run_1/density.png
11 x 11 tiles, from dark blue (low) to red (high), 0 to 100% covered.
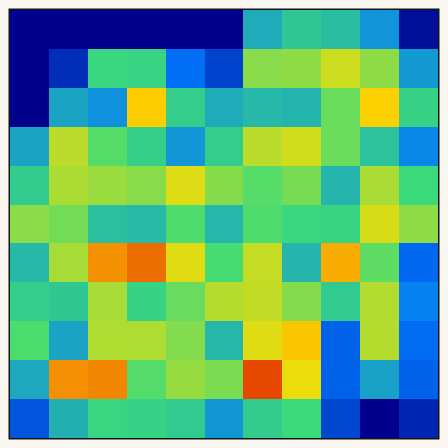
run_1/clock_map.png
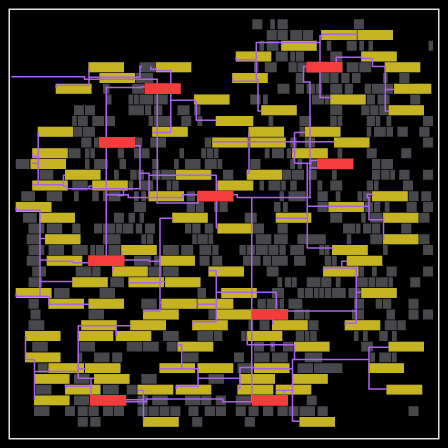
run_1/metal_stack.png
Scale bar: 20 um.
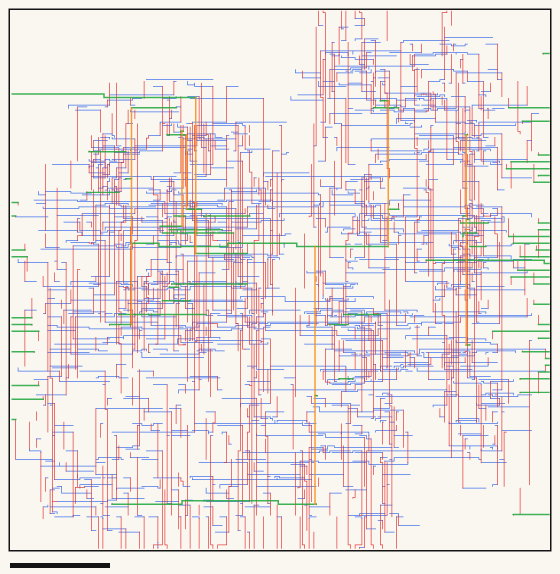
run_1/final_congestion.png
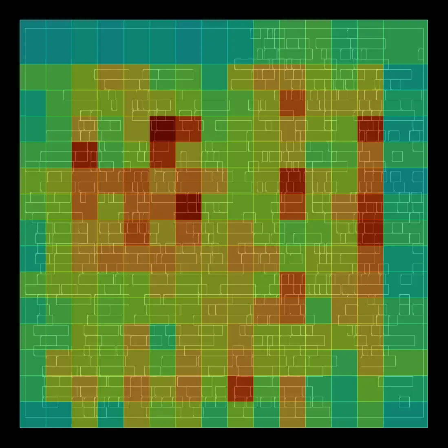
==> src/rtl/mips_mem_pkg.sv <==
// Shared definitions for the MIPS instruction-memory side: text segment base,
// memory depth and the image loader's state encoding.
package mips_mem_pkg;

  localparam logic [31:0] TEXT_BASE  = 32'h0040_0000;
  localparam int          IMEM_WORDS = 4096;

  typedef enum logic [2:0] {
    LD_IDLE,
    LD_LEN_HI,
    LD_LEN_LO,
    LD_DATA,
    LD_WRITE,
    LD_DONE,
    LD_ERROR
  } loader_state_t;

endpackage

==> src/rtl/byte_packer.sv <==
// Shift-in register that assembles four stream bytes into one big-endian word;
// the first byte accepted ends up in bits [31:24].
module byte_packer (
  input  logic        clock,
  input  logic        reset_n,
  input  logic        clear,
  input  logic        shift_en,
  input  logic [7:0]  byte_in,
  output logic [31:0] word,
  output logic        word_ready
);

  logic [1:0] count;

  always_ff @(posedge clock or negedge reset_n) begin
    if (!reset_n) begin
      word  <= '0;
      count <= '0;
    end else if (clear) begin
      count <= '0;
    end else if (shift_en) begin
      word  <= {word[23:0], byte_in};
      count <= count + 2'd1;
    end
  end

  // Flags the byte that completes a word, so the FSM can move to its write cycle.
  assign word_ready = shift_en && (count == 2'd3);

endmodule

==> src/rtl/imem_loader.sv <==
// Program-image loader: reads a word-count header and big-endian bytes from the
// host link, writes packed words into instruction memory and holds the CPU until done.
module imem_loader
  import mips_mem_pkg::*;
#(
  parameter logic [31:0] BASE_ADDR = TEXT_BASE,
  parameter int          MAX_WORDS = IMEM_WORDS
) (
  input  logic        clock,
  input  logic        reset_n,
  input  logic        start,
  input  logic        in_valid,
  input  logic [7:0]  in_data,
  output logic        in_ready,
  output logic        wr_en,
  output logic [31:0] wr_addr,
  output logic [31:0] wr_data,
  output logic        busy,
  output logic        done,
  output logic        error,
  output logic        cpu_hold
);

  localparam logic [16:0] MAX_N = 17'(MAX_WORDS);

  loader_state_t state, next_state;
  logic [7:0]    len_hi;
  logic [15:0]   remaining;
  logic [15:0]   len_n;
  logic          accept;
  logic          start_load;
  logic          shift_en;
  logic          word_ready;
  logic          len_bad;

  assign in_ready = (state == LD_LEN_HI) || (state == LD_LEN_LO) || (state == LD_DATA);
  assign accept   = in_valid && in_ready;
  assign shift_en = accept && (state == LD_DATA);
  assign len_n    = {len_hi, in_data};
  assign len_bad  = (len_n == 16'd0) || ({1'b0, len_n} > MAX_N);

  byte_packer u_packer (
    .clock      (clock),
    .reset_n    (reset_n),
    .clear      (start_load),
    .shift_en   (shift_en),
    .byte_in    (in_data),
    .word       (wr_data),
    .word_ready (word_ready)
  );

  always_comb begin
    next_state = state;
    start_load = 1'b0;
    case (state)
      LD_IDLE, LD_DONE, LD_ERROR: begin
        if (start) begin
          next_state = LD_LEN_HI;
          start_load = 1'b1;
        end
      end
      LD_LEN_HI: if (accept) next_state = LD_LEN_LO;
      LD_LEN_LO: if (accept) next_state = len_bad ? LD_ERROR : LD_DATA;
      LD_DATA:   if (word_ready) next_state = LD_WRITE;
      LD_WRITE:  next_state = (remaining == 16'd1) ? LD_DONE : LD_DATA;
      default:   next_state = LD_IDLE;
    endcase
  end

  // Status outputs are registered from next_state so they line up with the state register.
  always_ff @(posedge clock or negedge reset_n) begin
    if (!reset_n) begin
      state     <= LD_IDLE;
      len_hi    <= '0;
      remaining <= '0;
      wr_addr   <= BASE_ADDR;
      wr_en     <= 1'b0;
      busy      <= 1'b0;
      done      <= 1'b0;
      error     <= 1'b0;
      cpu_hold  <= 1'b1;
    end else begin
      state    <= next_state;
      wr_en    <= (next_state == LD_WRITE);
      busy     <= (next_state == LD_LEN_HI) || (next_state == LD_LEN_LO) ||
                  (next_state == LD_DATA)   || (next_state == LD_WRITE);
      done     <= (next_state == LD_DONE);
      error    <= (next_state == LD_ERROR);
      cpu_hold <= (next_state != LD_DONE);

      if (start_load) begin
        wr_addr <= BASE_ADDR;
      end else if (state == LD_WRITE) begin
        wr_addr   <= wr_addr + 32'd4;
        remaining <= remaining - 16'd1;
      end

      if (accept && (state == LD_LEN_HI)) len_hi <= in_data;
      if (accept && (state == LD_LEN_LO)) remaining <= len_n;
    end
  end

endmodule

==> config.mk <==
export PLATFORM = sky130hd
export DESIGN_NAME = imem_loader
export DESIGN_NICKNAME = d
export VERILOG_FILES = /design/src/rtl/mips_mem_pkg.sv /design/src/rtl/byte_packer.sv /design/src/rtl/imem_loader.sv
export SDC_FILE = /design/constraint.sdc
export NUM_CORES = 1
export LEC_CHECK = 0
export CORE_UTILIZATION = 40
export CTS_BUF_LIST = sky130_fd_sc_hd__clkbuf_16
export DETAILED_ROUTE_END_ITERATION = 12
export SLEW_MARGIN = 20
export SYNTH_ARGS = -nofsm -noshare
export SYNTH_HDL_FRONTEND = slang
export SYNTH_SLANG_ARGS = --single-unit
==> constraint.sdc <==
create_clock -name clock -period 2.8 [get_ports clock]
set_input_delay 0.56 -clock clock [delete_from_list [all_inputs] [get_ports clock]]
set_output_delay 0.56 -clock clock [all_outputs]
set_load 0.1 [all_outputs]
==> flow_results.org, run 1 <==
#+TITLE: Implementation results

** Run status
- The run finished with clean final reports.

** Synthesis
- # Cells Yosys :: ~420
- A synthesized cell averages 10.9 um^2.
- Yosys attributes the largest share of cell area to dfrtp_1, mux2_2, xor2_1.
- YS chip area :: roughly 4500 um^2
- Main synth FF type :: dfrtp_1
- By area, the combinational part of the netlist is dominated by simple AND/OR/NAND/NOR gates.
- Counting flops with a built-in enable in the synthesized netlist gives 0.
- The synthesized design spends more area on one cell type than any other, namely dfrtp_1.
- The netlist uses 54 different library cells.
- Warnings reported by Yosys during synthesis add up to 0.
- Async set-or-reset flop fraction in the synthesized netlist :: 1.00
- Netlist area before placement :: ~4500 um^2
- Synthesized-area fraction occupied by xor and xnor cells :: 0.0581
- Among all cell types in the netlist, the one instantiated most often is dfrtp_1.

** Critical path
- Endpoint arrival time on the critical path :: around 2600 ps
- Largest fanout of any net on the critical path :: 7
- Per STA, the worst path accumulates the most delay in the family simple AND/OR/NAND/NOR gates.

** STA
- The end-of-flow timing check tallies setup violations at 0.
- The final layout reports a setup TNS of 0 ps.
- Setup repair after global routing left no endpoint under its margin.
- Number of max-slew violations in the final report :: 0

** Floorplan
- For this design the top-level I/O count stands at between 80 and 90.
- Share of the core filled by cells before placement :: 0.414
- The report lists the number of standard-cell rows as 38.

** Detailed routing
- First-pass DRT Iterations :: 4
- The routed design shows a via density per instance of between 5 and 6.

** Final layout
- The most common logic cell in the final layout is dfrtp_1.
- Area of the multi-input gates :: between 2000 and 2500 um^2
- Fraction of final layout cells sized beyond drive strength 1 :: 0.297
- Area added between synthesis and finish :: 24.2%
- Count of filler cells inserted in the layout :: 1,026
- Summing all flip-flop and latch instances after layout gives 2400 um^2.
- Final instance area :: ~5600 um^2

** Place
- Per the gpl log, the routability congestion estimate is between 0.8 and 0.9.
- The placement stage leaves a total instance area of between 5000 and 6000 um^2.
- After legalization and detailed placement, the total HPWL measured between 7000 and 8000 um.

** CTS
- The H-tree was split into 3 levels.
- # hold bufs at CTS :: 0
- The timing report gives the clock slew at the launch and capture registers of the worst setup and hold paths as about 70 ps.
- Post-CTS sizing :: 0
- TritonCTS clock tree :: built

** Hold path
- Type of the tightest min-delay check :: in -> async

** GRT
- Pin count of the biggest net entering global routing :: roughly 44
-- density.png (at the start) --
The fullest tile reaches 92%. 7.4% of the tiles are over 75% full. The mean over all tiles is 46%.

-- clock_map.png (at the start) --
clock wires: drawn in purple, length 1,230 um. cells driving clock nets: drawn in red, count 9. flip-flops: drawn in yellow, count 96.
Position of the flops: widely spread. There are 10 routed clock nets.
Clock Skews: 6.49 ps

-- metal_stack.png (at the start) --
met2: drawn in red, wire length 5,060 um. met1: drawn in blue, wire length 4,650 um. met4: drawn in orange, wire length 231 um. met3: drawn in green, wire length 487 um.
average detailed-routed wire length per instance: 16.3 um
total routing usage reported by global routing: 0.193
routed wire length: 10,400 um
vias: 3,494

-- final_congestion.png (at the start) --
M2 GR Usage: 0.313
met3 track utilization from global routing: 0.0416
met1 layer usage reported by global route: 0.247

==> run 1: final cells by class <==
cell class,count,share of cell area
well taps,140,0.0312
inverters,8,0.00535
flip-flops and latches,96,0.428
repair buffers,91,0.131
clock inverters,7,0.00869
multi-input cells,290,0.356
clock buffers,9,0.0401
==> run 1: cell families (layout without fill, tap and decap cells) <==
group / after synthesis / after routing
compound gates: 52 / 52
xor+xnor: 30 / 30
fa+ha+maj: 4 / 4
buf+inv: 31 / 115
flops: 96 / 96
mux: 39 / 39
other cells: 1 / 2
simple gates: 163 / 163
==> run 1: state kept, by name, indices dropped and copies added, names as in the netlist <==
name            flops
busy                1
cpu_hold            1
done                1
error               1
len_hi              8
remaining          16
state               3
u_packer.count      2
u_packer.word      32
wr_addr            30
wr_en               1
==> run 1: per-stage QoR <==
step	util	setup slack [ps]
CTS	0.514	407
floorplan	-	195
global placement	0.489	461
finish	0.514	407
global route	0.514	287
detailed placement	0.489	406
==> run 1: final timing paths <==
path,startpoint,endpoint,slack (ps),cells after the start
worst max-delay path,remaining[0],remaining[14],410,7
worst min-delay path,reset_n,wr_addr[16],160,1
worst max register to register,remaining[0],remaining[14],410,7
worst min register to register,u_packer.word[25],u_packer.word[25],510,1
max in group asynchronous,reset_n,cpu_hold,1990,2
min in group clock,u_packer.word[25],u_packer.word[25],510,1
==> inputs of run 2 (changes only) <==
==> constraint.sdc (replaced) <==
create_clock -name clock -period 2.8 [get_ports clock]
set_input_delay 0.28 -clock clock [delete_from_list [all_inputs] [get_ports clock]]
set_output_delay 0.28 -clock clock [all_outputs]
set_load 0.1 [all_outputs]
==> flow_results.org, run 2 <==
#+TITLE: Implementation results

** Critical path
- The OpenROAD report gives the critical path a data arrival time of 2640 ps.
- Worst reg2reg setup slack :: 380 ps
- Largest fanout of any net on the critical path :: 7

** Final layout
- Non-clock buffers in the final layout number approximately 90.
- In the final layout, the registers with the most flip-flops are u_packer.word x32, wr_addr x30, remaining x16.
- Area of the multi-input gates :: 2000 um^2
- Nonclk inv count :: 8
- Fraction of standard cell area that is sequential :: 0.427
- Fraction of area in non-clock buffers :: 0.127
- Fraction of final layout cells sized beyond drive strength 1 :: 0.298
- Net count reported at finish :: between 500 and 600
- The layout has just over 1,000 filler cells.
- Flip-flop and latch area :: about 2400 um^2
- Per the final report, the share of cell area in clock cells is 0.0534.
- Ranked by flip-flop count, first place goes to u_packer.word.
- Per the layout report, the design carries 9 clock buffers.
- Compared with the post-synthesis result, the final layout area differs by 24.4%.
- Number of logic gates :: just under 300
- Flip-flop and latch count :: around 96
- The register with the most flip-flops in the layout has 32 of them.
- Logic share of the area :: 0.356
- Final instance area :: about 5600 um^2
- By instance count after routing, the leading logic cell type is dfrtp_1.
- Looking at the area split, the leading class of cells is sequential cells.

** Run status
- The flow ran to the end, and the final reports show no timing, DRC or antenna violations.

** STA
- Setup repair after global routing left no endpoint under its margin.
- For the final routed database, the setup TNS stands at 0 ps.
- Slew HR :: 0.604
- The worst path meets setup with 377 ps of slack.
- In the final report, the number of endpoints failing setup comes to 0.
- In the final report, the number of pins over their slew limit comes to 0.

** Synthesis
- YS chip area :: between 4000 and 5000 um^2
- # Cells Yosys :: approximately 420
- Number of unique standard cell types used by synthesis :: ~54
- Async set-or-reset flop fraction in the synthesized netlist :: 1.00
- The cell area that synthesis handed to floorplanning was between 4000 and 5000 um^2.
- After synthesis, the mean cell area works out to 10.9 um^2.
- Number of synthesis warnings :: 0
- Main synth FF type :: dfrtp_1
- The main area contributors are dfrtp_1, mux2_2, xor2_1.
- The most frequently used library cell after synthesis is dfrtp_1.
- Largest area contributor in the synthesized netlist :: dfrtp_1
- Yosys reg bits :: ~96
- The post-synth count of flops with an enable pin is 0.

** Floorplan
- Area inside the core boundary :: roughly 11,000 um^2
- Std cell rows :: 38
- Pin placement for this block handled 82 I/O pins.
- Share of the core filled by cells before placement :: 0.414

** Detailed routing
- The count of nets left with antenna violations once routing finished came out at 0.
- After detailed routing, the number of vias per cell comes to between 5 and 6.
- First-pass DRT Iterations :: 4

** CTS
- Post-CTS sizing :: 0
- TritonCTS clock tree :: built
- The H-tree was split into 3 levels.
- Clock Pin Slew Worst Setup and Hold Paths :: around 80 ps

** Run
- The number of maximum-capacitance violations recorded for the run is 0.

** Place
- The placement stage leaves a total instance area of approximately 5300 um^2.
- Setup slack on the worst path after placement came out at between 400 and 500 ps.
- Final weighted congestion of routability-driven global placement :: 0.902
- Detailed placement finished with a half-perimeter wire length of between 7000 and 8000 um.

** GRT
- Met3 track utilization from global routing :: 0.0356
- Met1 layer usage reported by global route :: 0.240
- M2 GR Usage :: 0.299
- Entering global routing, the biggest net connects 54 pins.
- Vias in the first global route :: 3,394
run 2: cell count changes in the layout (fill, tap and decap cells not counted), sizes merged:
cell         change
buf              -2
dlygate4sd3      +1
inv              +1
clkinv           -1
run 2: cells by family (layout without fill, tap and decap cells):
group,after synthesis,in the layout,synth area share
AND/OR/NAND/NOR,163,163,0.190
flip-flops,96,96,0.532
AND-OR/OR-AND,52,52,0.0830
multiplexers,39,39,0.0971
buffers and inverters,31,114,0.0285
XOR/XNOR,30,30,0.0581
adder cells (fa/ha/maj),4,4,0.0111
other,1,2,0.000829
run 2: worst max-delay path: stages (launching register included):
cell,delay [ps]
dfrtp_1,390
inv_1,110
ha_1,180
or3b_2,500
or3_1,460
or4_4,470
nand3_2,90
o211ai_2,100
run 2: what timing repair did:
item	in CTS	in global routing
endpoints found under the hold margin	41	0
hold buffers	1	0
setup endpoints to repair	0	0
buffers inserted	0	0
run 2: worst paths after layout:
path | startpoint | to | cells past startpoint
setup / recovery | remaining[1] | remaining[14] | 7
hold / removal | reset_n | wr_addr[13] | 2
setup reg to reg | remaining[1] | remaining[14] | 7
hold reg to reg | remaining[5] | remaining[5] | 1
max in group asynchronous | reset_n | remaining[5] | 3
min in group clock | remaining[5] | remaining[5] | 1
run 2: layer usage:
layer	vias up	share of wire
li1	1644	-
met1	1728	0.45
met2	100	0.48
met3	14	0.046
met4	0	0.016
met5	-	0
run_2/final_congestion.png
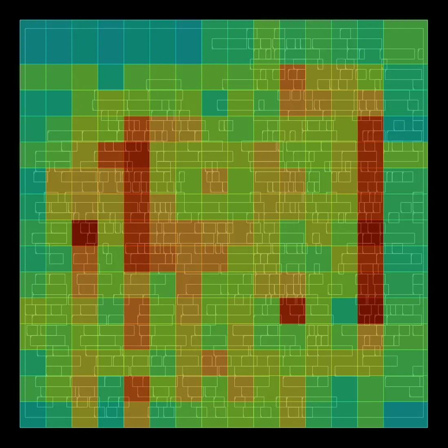
final core occ: 0.515
most utilized layer in the global route result: met2

run_2/clock_map.png
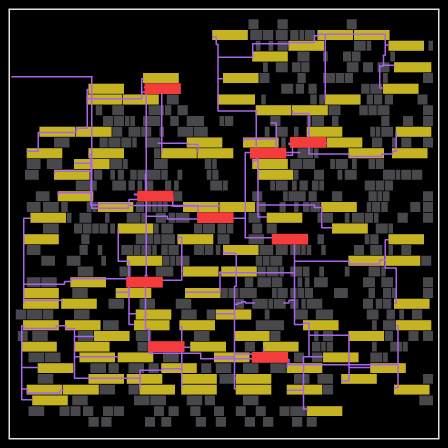
flip-flops: drawn in yellow, count 96. clock wires: drawn in purple, length 1,210 um. cells driving clock nets: drawn in red, count 9.
There are 10 routed clock nets.
Clock Skews: 10.1 ps
insertion delay at the late pin of the worst-skew pair: 340 ps

run_2/metal_stack.png
Scale bar: 20 um.
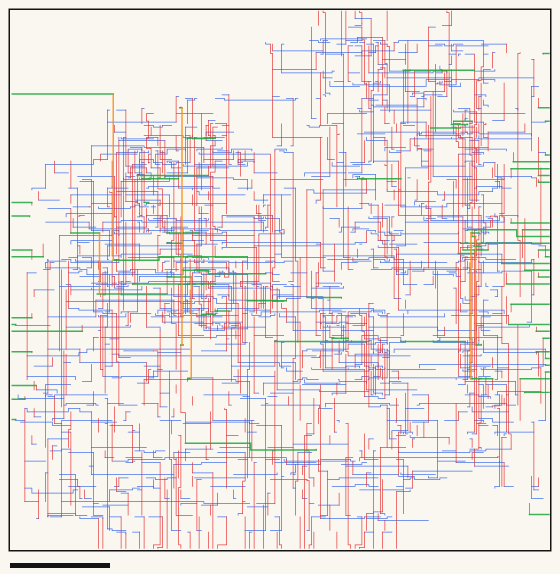
met2: drawn in red, wire length 4,920 um. met3: drawn in green, wire length 467 um. met1: drawn in blue, wire length 4,620 um. met4: drawn in orange, wire length 165 um.
vias: 3,486
total routing usage reported by global routing: 0.184
average detailed-routed wire length per instance: 15.9 um
routed wire length: 10,200 um

